[config.mk]
export PLATFORM = sky130hd
export DESIGN_NAME = double_share_arbiter
export DESIGN_NICKNAME = d
export VERILOG_FILES = /design/src/rtl/double_share_pkg.sv /design/src/rtl/double_share_arbiter_rr.sv /design/src/rtl/double_share_arbiter.sv
export SDC_FILE = /design/constraint.sdc
export NUM_CORES = 1
export LEC_CHECK = 0
export CORE_UTILIZATION = 30
export DETAILED_ROUTE_END_ITERATION = 6
export PLACE_DENSITY_LB_ADDON = 0.2
export SETUP_SLACK_MARGIN = 0.15
export SLEW_MARGIN = 10
export SYNTH_ARGS = -nofsm -noshare
export SYNTH_HDL_FRONTEND = slang
export SYNTH_SLANG_ARGS = --single-unit
[constraint.sdc]
create_clock -name clk -period 3.8 [get_ports clk]
set_input_delay 0.38 -clock clk [delete_from_list [all_inputs] [get_ports clk]]
set_output_delay 0.38 -clock clk [all_outputs]
set_load 0.05 [all_outputs]
[src/rtl/double_share_pkg.sv]
// Shared constants, types and helpers for the shared doubling arbiter.
package double_share_pkg;

    localparam int DEFAULT_DATA_W  = 8;
    localparam int DEFAULT_NUM_REQ = 4;
    localparam int GRANT_CNT_W     = 16;

    // Response slot occupancy
    typedef enum logic {
        SLOT_EMPTY = 1'b0,
        SLOT_FULL  = 1'b1
    } slot_state_t;

    // Doubling on a wide operand; callers truncate to their own DATA_W
    function automatic logic [63:0] dbl(input logic [63:0] op);
        return {op[62:0], 1'b0};
    endfunction

endpackage

[src/rtl/double_share_arbiter_rr.sv]
// Round-robin picker: first requester at or above base, wrapping.
module rr_arbiter #(
    parameter int N = 4,
    localparam int ID_W = $clog2(N)
) (
    input  logic [N-1:0]    req,
    input  logic [ID_W-1:0] base,
    input  logic            en,
    output logic [N-1:0]    grant,
    output logic [ID_W-1:0] idx,
    output logic            any_grant
);

    int unsigned k;

    // Scan from base upward, modulo N, and take the first pending request
    always_comb begin
        grant     = '0;
        idx       = '0;
        any_grant = 1'b0;
        k         = 0;
        if (en) begin
            for (int unsigned i = 0; i < N; i++) begin
                k = (int'(base) + i) % N;
                if (!any_grant && req[k]) begin
                    grant[k]  = 1'b1;
                    idx       = ID_W'(k);
                    any_grant = 1'b1;
                end
            end
        end
    end

endmodule

[src/rtl/double_share_arbiter.sv]
// Shared doubler: round-robin grant into one registered response slot.
module double_share_arbiter
    import double_share_pkg::*;
#(
    parameter int NUM_REQ = DEFAULT_NUM_REQ,
    parameter int DATA_W  = DEFAULT_DATA_W,
    localparam int ID_W   = $clog2(NUM_REQ)
) (
    input  logic                      clk,
    input  logic                      rst,
    input  logic                      en,
    input  logic [NUM_REQ-1:0]        req_valid,
    input  logic [NUM_REQ*DATA_W-1:0] req_data,
    output logic [NUM_REQ-1:0]        req_ready,
    output logic                      resp_valid,
    input  logic                      resp_ready,
    output logic [DATA_W-1:0]         resp_data,
    output logic [ID_W-1:0]           resp_id,
    output logic                      resp_ovf,
    output logic [GRANT_CNT_W-1:0]    grant_count
);

    slot_state_t      state;
    logic [ID_W-1:0]  rr_ptr;
    logic             accept;
    logic [ID_W-1:0]  arb_idx;
    logic             transfer;
    logic [DATA_W-1:0] op_sel;

    assign accept     = en && !rst && (state == SLOT_EMPTY || resp_ready);
    assign resp_valid = (state == SLOT_FULL);
    assign op_sel     = req_data[arb_idx*DATA_W +: DATA_W];

    rr_arbiter #(.N(NUM_REQ)) u_rr (
        .req       (req_valid),
        .base      (rr_ptr),
        .en        (accept),
        .grant     (req_ready),
        .idx       (arb_idx),
        .any_grant (transfer)
    );

    // Response slot, round-robin pointer and grant counter
    always_ff @(posedge clk) begin
        if (rst) begin
            state       <= SLOT_EMPTY;
            resp_data   <= '0;
            resp_id     <= '0;
            resp_ovf    <= 1'b0;
            rr_ptr      <= '0;
            grant_count <= '0;
        end else if (transfer) begin
            state       <= SLOT_FULL;
            resp_data   <= DATA_W'(dbl(64'(op_sel)));
            resp_ovf    <= op_sel[DATA_W-1];
            resp_id     <= arb_idx;
            rr_ptr      <= (arb_idx == ID_W'(NUM_REQ-1)) ? '0 : arb_idx + ID_W'(1);
            grant_count <= grant_count + GRANT_CNT_W'(1);
        end else if (state == SLOT_FULL && resp_ready) begin
            state <= SLOT_EMPTY;
        end
    end

endmodule
==> run_1/final_congestion.png <==
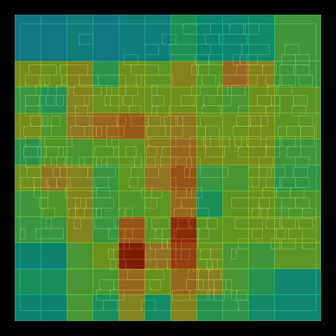
met1 usage in global routing: 0.199
met3 track demand over resource in global routing: 0.0517
global-route met2 utilization: 0.250
most utilized layer in the global route result: met2
final core utilization: 0.454

==> run_1/cell_classes.png <==
Scale bar: 20 µm. Fill, decap, tap and diode cells in gray.
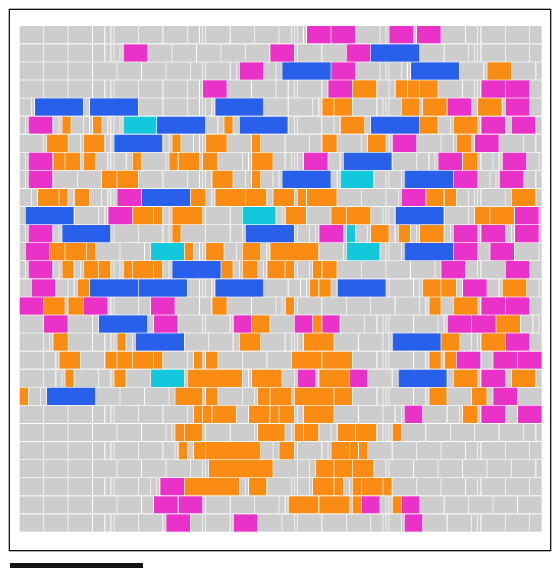
Blue marks flip-flops, cells 29, share of their area 22%. Orange marks all other logic, cells 166, share of their area 47%. Cyan marks clock drivers and dummy loads, cells 7, share of their area 3.3%. Magenta marks other buffers and delay cells, cells 75, share of their area 28%.
standard-cell row count: 28
placeable core region: 0.00599 mm²

==> run_1/metal_stack.png <==
Scale bar: 20 µm. Only two layers are drawn.
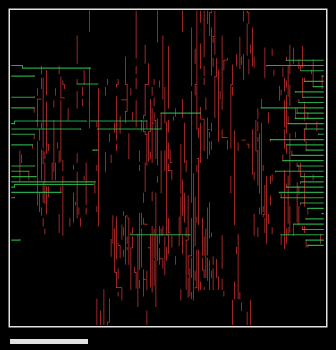
Green marks met3, wire length 478 µm. Red marks met2, wire length 2,110 µm.
total routing resource utilization after global routing: 0.156
Routed wire per std cell: 14.0 µm
total number of vias: 1,786
Total Routed Length: 4.93 mm

==> reports/results.ini, run 1 <==
[setup_path]
rr_startpoint=rr_ptr[0]
timing.critical_path.from=rr_ptr[0]
path_class=flip-flop to primary output
end_kind=primary output
timing.rr.end=rr_ptr[1]
r2r.worst_path.cells=10
worstPathRequired_ns=3.42
crit_path_end=req_ready[1]
timing.critical_path.from_type=flip-flop

[yosys]
synth_cell_types=43
synth-edff-count=0
postSynthRegisterBits=29
ys.warnings.count=0
yosys.stat.chipArea_mm2=0.00188
synth_async_sr_flop_share=0
ys_cells=206
netlist_area_mm2=0.00188
synth.yosys.seq_area_share=0.308
synthesis.nets=255
ys_dominant_reg_cell=sky130_fd_sc_hd__dfxtp_1
synthCells=206

[detailed_routing]
top_layer=met4
postRouteAntennaNets=0
detailroute.wirelength.met3_um=478
drt_via_density=5.07
drt-initial-drc-count=108
detailedRoute.firstPassIterationCount=4
wl_met1_mm=2.32

[timing]
slew_of_the_pin_with_the_lowest_slew_margin_ns=0.690
post-route-period-util=0.826
timing.setup.tns_ns=0
final_hold_viol_count=0
maxSlewHeadroom=0.539
timing.final.crit_period_ns=3.14
postLayoutSetupSlackWorst_ns=0.662

[clock_network]
cts_made_buffers=5
cts.sinks=29
cts_hold_repair.buffers=0
clock_path_buffers=2
clock_insertion_delay_worst_skew_ns=0.27
post-cts-setup-buffer-count=0
clk_root_buf=sky130_fd_sc_hd__clkbuf_8
cts.repair.resized=0
htreeDepth=2

[placed_design]
dpl_worst_slack_ns=0.747
placed_cells=345
dpl-instance-area_mm2=0.00264
port_buffers=70
dp_hpwl_mm=3.59
gp_congestion=0.788

[power]
clockNetworkPower_uw=250
power_top_consumer=combinational cells
p_sw_frac=0.345
share_comb_of_total_power=0.368
share_seq_of_total_power=0.367
clock_power_share=0.264
power_uw=948
powerComb_uw=349
intPower_uw=621
leakage_uw=0.00105
vdd.ir_drop.worst_v=0.000212
sw_power_uw=327

[cells_and_area]
layout-drive-gt1-share=0.0939
design_area_mm2=0.00272
largestClassByArea=multi-input combinational cells
finalNonFillerCells=352
area.share.sequential=0.213
sequential_cell_area_um2=581
n_fill_cell=609
layout.clock_buffers=7
comb_share=0.449
multiInputGateArea_mm2=0.00122
sequential_cell_total=29
clock_network_share_of_area=0.0317
layout.buffer.nonclock.area_share=0.267
num-nonclk-inverters=3
non_clock_buffer_count=75
design.final.nets=326
diodes=0
multi_input_comb_cells=163
largest_register_ffs=16

[floorplan]
die.size.y_um=81.3
nWellTaps=75
initial_utilization=0.315
chipArea_mm2=0.00660
design.portCount=72

[job]
drv.max_cap_violation_count=0

[global_route]
grt_overflow=0
grt_antenna_before_repair=0
first_global_vias=1687
grt_first_pass_wirelength_mm=7.96
grt_start_max_net_pins=21

[worst_hold_path]
worst_hold_path_type=flip-flop to flip-flop

[outcome]
outcome=completed

run 1: layer usage:
metal	global-route usage	vias up
met4	0.0464	0
li1	-	898
met2	0.250	59
met3	0.0517	5
met1	0.199	824
met5	0	-
run 1: logic make-up (layout without fill, tap and decap cells):
kind of cell               after synthesis  in the layout  share of synthesized area
AOI/OAI and AO/OA                       43             43                      0.156
xor gates and xnor gates                13             13                     0.0604
adders and majority gates                9              9                     0.0598
buffers and inverters                   14             85                     0.0471
DFF                                     29             29                      0.308
muxes                                   22             22                      0.146
other                                    1              1                    0.00199
and+or+nand+nor                         75             75                      0.220
run 1: synthesized netlist by cell type, types with 2 or more instances:
cell,n,area share
sky130_fd_sc_hd__o21ai_0,6,0.016
sky130_fd_sc_hd__xnor2_1,4,0.019
sky130_fd_sc_hd__nand4_1,4,0.013
sky130_fd_sc_hd__dfxtp_1,29,0.31
sky130_fd_sc_hd__nand3_1,3,0.0080
sky130_fd_sc_hd__mux2i_1,17,0.090
sky130_fd_sc_hd__xor2_1,9,0.042
sky130_fd_sc_hd__a21o_1,2,0.0080
sky130_fd_sc_hd__a21oi_1,11,0.029
sky130_fd_sc_hd__nand2_1,13,0.026
sky130_fd_sc_hd__o211ai_1,3,0.012
sky130_fd_sc_hd__mux4_2,3,0.036
sky130_fd_sc_hd__or3_1,3,0.010
sky130_fd_sc_hd__a221oi_1,4,0.019
sky130_fd_sc_hd__inv_1,3,0.0060
sky130_fd_sc_hd__a22oi_1,12,0.048
sky130_fd_sc_hd__and4_1,3,0.014
sky130_fd_sc_hd__buf_2,2,0.0053
sky130_fd_sc_hd__and3_1,11,0.037
sky130_fd_sc_hd__buf_6,4,0.024
sky130_fd_sc_hd__nor2b_1,4,0.013
sky130_fd_sc_hd__nor2_1,23,0.046
sky130_fd_sc_hd__nand3b_1,2,0.0080
sky130_fd_sc_hd__ha_1,9,0.060
sky130_fd_sc_hd__clkbuf_1,4,0.0080
run 1: cell usage in the layout (no fill, tap or decap), drive strengths merged, types with 5 or more instances in the layout:
cell type and count:
nand2 13, buf 9, o21ai 6, xor2 9, clkdlybuf4s50 66, a21oi 11
a22oi 12, and3 11, ha 9, clkbuf 7, nor2 24, mux2i 17
nand4 5, dfxtp 29
run 1: critical path, cell delays in order (launching register included):
cell                       delay [ns]
sky130_fd_sc_hd__dfxtp_1         0.53
sky130_fd_sc_hd__inv_1           0.15
sky130_fd_sc_hd__ha_1            0.42
sky130_fd_sc_hd__mux4_1          0.47
sky130_fd_sc_hd__nor2b_1         0.33
sky130_fd_sc_hd__a22oi_1         0.12
sky130_fd_sc_hd__nor2_1          0.11
sky130_fd_sc_hd__a221oi_1        0.05
sky130_fd_sc_hd__nor2_1          0.10
sky130_fd_sc_hd__buf_4           0.21
run 1: worst min-delay path by stage:
| stage | from | end | slack, ns | cells after the start |
|---|---|---|---|---|
| floorplan | req_data[8] | resp_data[1] | 0.59 | 2 |
| global placement | resp_id[1] | resp_id[1] | 0.43 | 1 |
| detailed placement | resp_id[1] | resp_id[1] | 0.44 | 1 |
| CTS | resp_id[1] | resp_id[1] | 0.46 | 1 |
| global route | resp_id[1] | resp_id[1] | 0.47 | 1 |
| finish | resp_id[1] | resp_id[1] | 0.45 | 1 |
==> run 2: changes to the inputs <==
clock period = 3.2 ns   (was 3.8 ns; I/O delays follow)
==> reports/results.ini, run 2 <==
[outcome]
outcome=completed

[floorplan]
std_cell_rows=28
chipArea_mm2=0.00660
die.size.y_um=81.3
core_area_mm2=0.00599
initial_utilization=0.315

[yosys]
synth-edff-count=0
top_area_frac=0.308
top_cell=sky130_fd_sc_hd__dfxtp_1
synth.top_cells.by_area=sky130_fd_sc_hd__dfxtp_1 31%, sky130_fd_sc_hd__mux2i_1 9.0%, sky130_fd_sc_hd__ha_1 6.0%
synth.cells.most_frequent=29 x sky130_fd_sc_hd__dfxtp_1, 23 x sky130_fd_sc_hd__nor2_1, 17 x sky130_fd_sc_hd__mux2i_1
ys_cells=206
netlist_area_mm2=0.00188
synth_async_sr_flop_share=0
synthesis.nets=255
ys.warnings.count=0
postSynthRegisterBits=29
yosys.stat.chipArea_mm2=0.00188
ys_dominant_reg_cell=sky130_fd_sc_hd__dfxtp_1
synth_cell_types=43

[detailed_routing]
avgRoutedWirePerCell_um=14.0
wirelength_mm=5.08
drt-initial-drc-count=48
drt_via_density=4.99
vias=1816

[global_route]
grt_overflow=0
grt_start_max_net_pins=22
grtUsageTotal=0.160

[setup_path]
critical_path_cell_count=10
path_class=flip-flop to primary output
crit_family=simple AND/OR/NAND/NOR gates
crit_path_top_delay_cell=sky130_fd_sc_hd__dfxtp_1
timing.critical_path.from_type=flip-flop
crit_path_cell_trace=inv_1 > ha_1 > mux4_1 > buf_4 > nor2b_2 > a22oi_1 > nor2_1 > a221oi_1 > nor2_1 > buf_12
crit_path_max_incr_delay_ns=0.42
path_buffers=3
r2r.worst_path.cells=9

[power]
vdd.ir_drop.worst_v=0.000231

[timing]
maxSlewHeadroom=0.517
timing.final.crit_period_ns=2.88
post-route-period-util=0.899
slew_of_the_pin_with_the_lowest_slew_margin_ns=0.722
timing.setup.tns_ns=0

[cells_and_area]
design.final.nets=337
layout_top_cells=66 x sky130_fd_sc_hd__clkdlybuf4s50_1, 29 x sky130_fd_sc_hd__dfxtp_1, 23 x sky130_fd_sc_hd__nor2_1, 17 x sky130_fd_sc_hd__mux2i_1, 15 x sky130_fd_sc_hd__buf_4
diodes=0
layout-drive-gt1-share=0.142
multiInputGateArea_mm2=0.00124

[placed_design]
dpl_worst_slack_ns=0.159
gp_congestion=0.766
port_buffers=70
dp_hpwl_mm=3.80

[worst_hold_path]
worst_hold_path_type=flip-flop to flip-flop

[clock_network]
cts_hold_repair.buffers=0
cts.sinks=29
clock_path_buffers=2
clk_root_buf=sky130_fd_sc_hd__clkbuf_8
clock_insertion_delay_worst_skew_ns=0.27
htreeDepth=2
cts_made_buffers=5
cts.repair.resized=0

[job]
drv.max_cap_violation_count=0

==> run 2: cell counts after synthesis <==
No cell type changed its count.
==> run 2: stage by stage <==
| step | std cells | area [µm²] | util | power (µW) | hold WS (ns) |
|---|---|---|---|---|---|
| 2_1_floorplan | 206 | 1880 | - | 692 | 0.526 |
| 6_report | 364 | 2900 | 0.484 | 1200 | 0.466 |
| 4_1_cts | 364 | 2880 | 0.481 | 1210 | 0.461 |
| 5_1_grt | 364 | 2900 | 0.484 | 1260 | 0.472 |
| 3_3_place_gp | 356 | 2780 | 0.464 | 862 | 0.436 |
| 3_5_place_dp | 356 | 2780 | 0.464 | 866 | 0.445 |
==> run 2: final cells by class <==
type	count	share of cell area
multi-input cells	163	0.427
repair buffers	86	0.301
flip-flops and latches	29	0.200
clock buffers	7	0.0332
well taps	75	0.0324
inverters	3	0.00388
clock inverters	1	0.00173
==> run 2: final timing paths <==
kind                                 start            to  slack (ns)
worst max-delay path             rr_ptr[1]  req_ready[1]        0.32
worst min-delay path            resp_id[1]    resp_id[1]        0.47
worst max register to register   rr_ptr[1]  resp_data[7]        0.49
worst min register to register  resp_id[1]    resp_id[1]        0.47
==> run 2: per-layer routing <==
layer	up-vias	track usage	share of wire
li1	924	-	-
met1	828	0.198	0.46
met2	60	0.268	0.45
met3	4	0.0438	0.081
met4	0	0.0500	0.0087
met5	-	0	0
==> run 2: cell families (layout without fill, tap and decap cells) <==
logic type               Yosys count  after routing  share of synthesized area
multiplexers                      22             22                      0.146
buffers and inverters             14             97                     0.0471
adder cells (fa/ha/maj)            9              9                     0.0598
XOR/XNOR                          13             13                     0.0604
flip-flops                        29             29                      0.308
other                              1              1                    0.00199
AND/OR/NAND/NOR                   75             75                      0.220
AND-OR/OR-AND                     43             43                      0.156
==> run 2: power by group <==
part           switching, µW  total, µW  internal [µW]
Combinational            251        449            198
Sequential              19.2        413            394
Clock                    140        334            194
Total                    410       1200            786
==> run_2/registers.png <==
Scale bar: 20 µm. Other sequential cells in the stronger gray, the rest of the logic in the fainter gray.
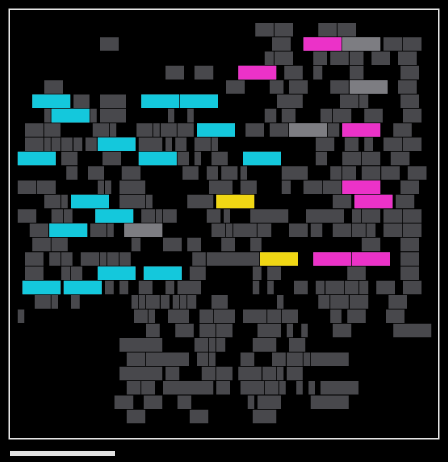
Magenta marks `resp_data`, flops 7. Cyan marks `grant_count`, flops 16. Yellow marks `rr_ptr`, flops 2.
power attributed to sequential cells: 413 µW
register area: 581 µm²
final core utilization: 0.484

Power is estimated from default activity; no workload was simulated.
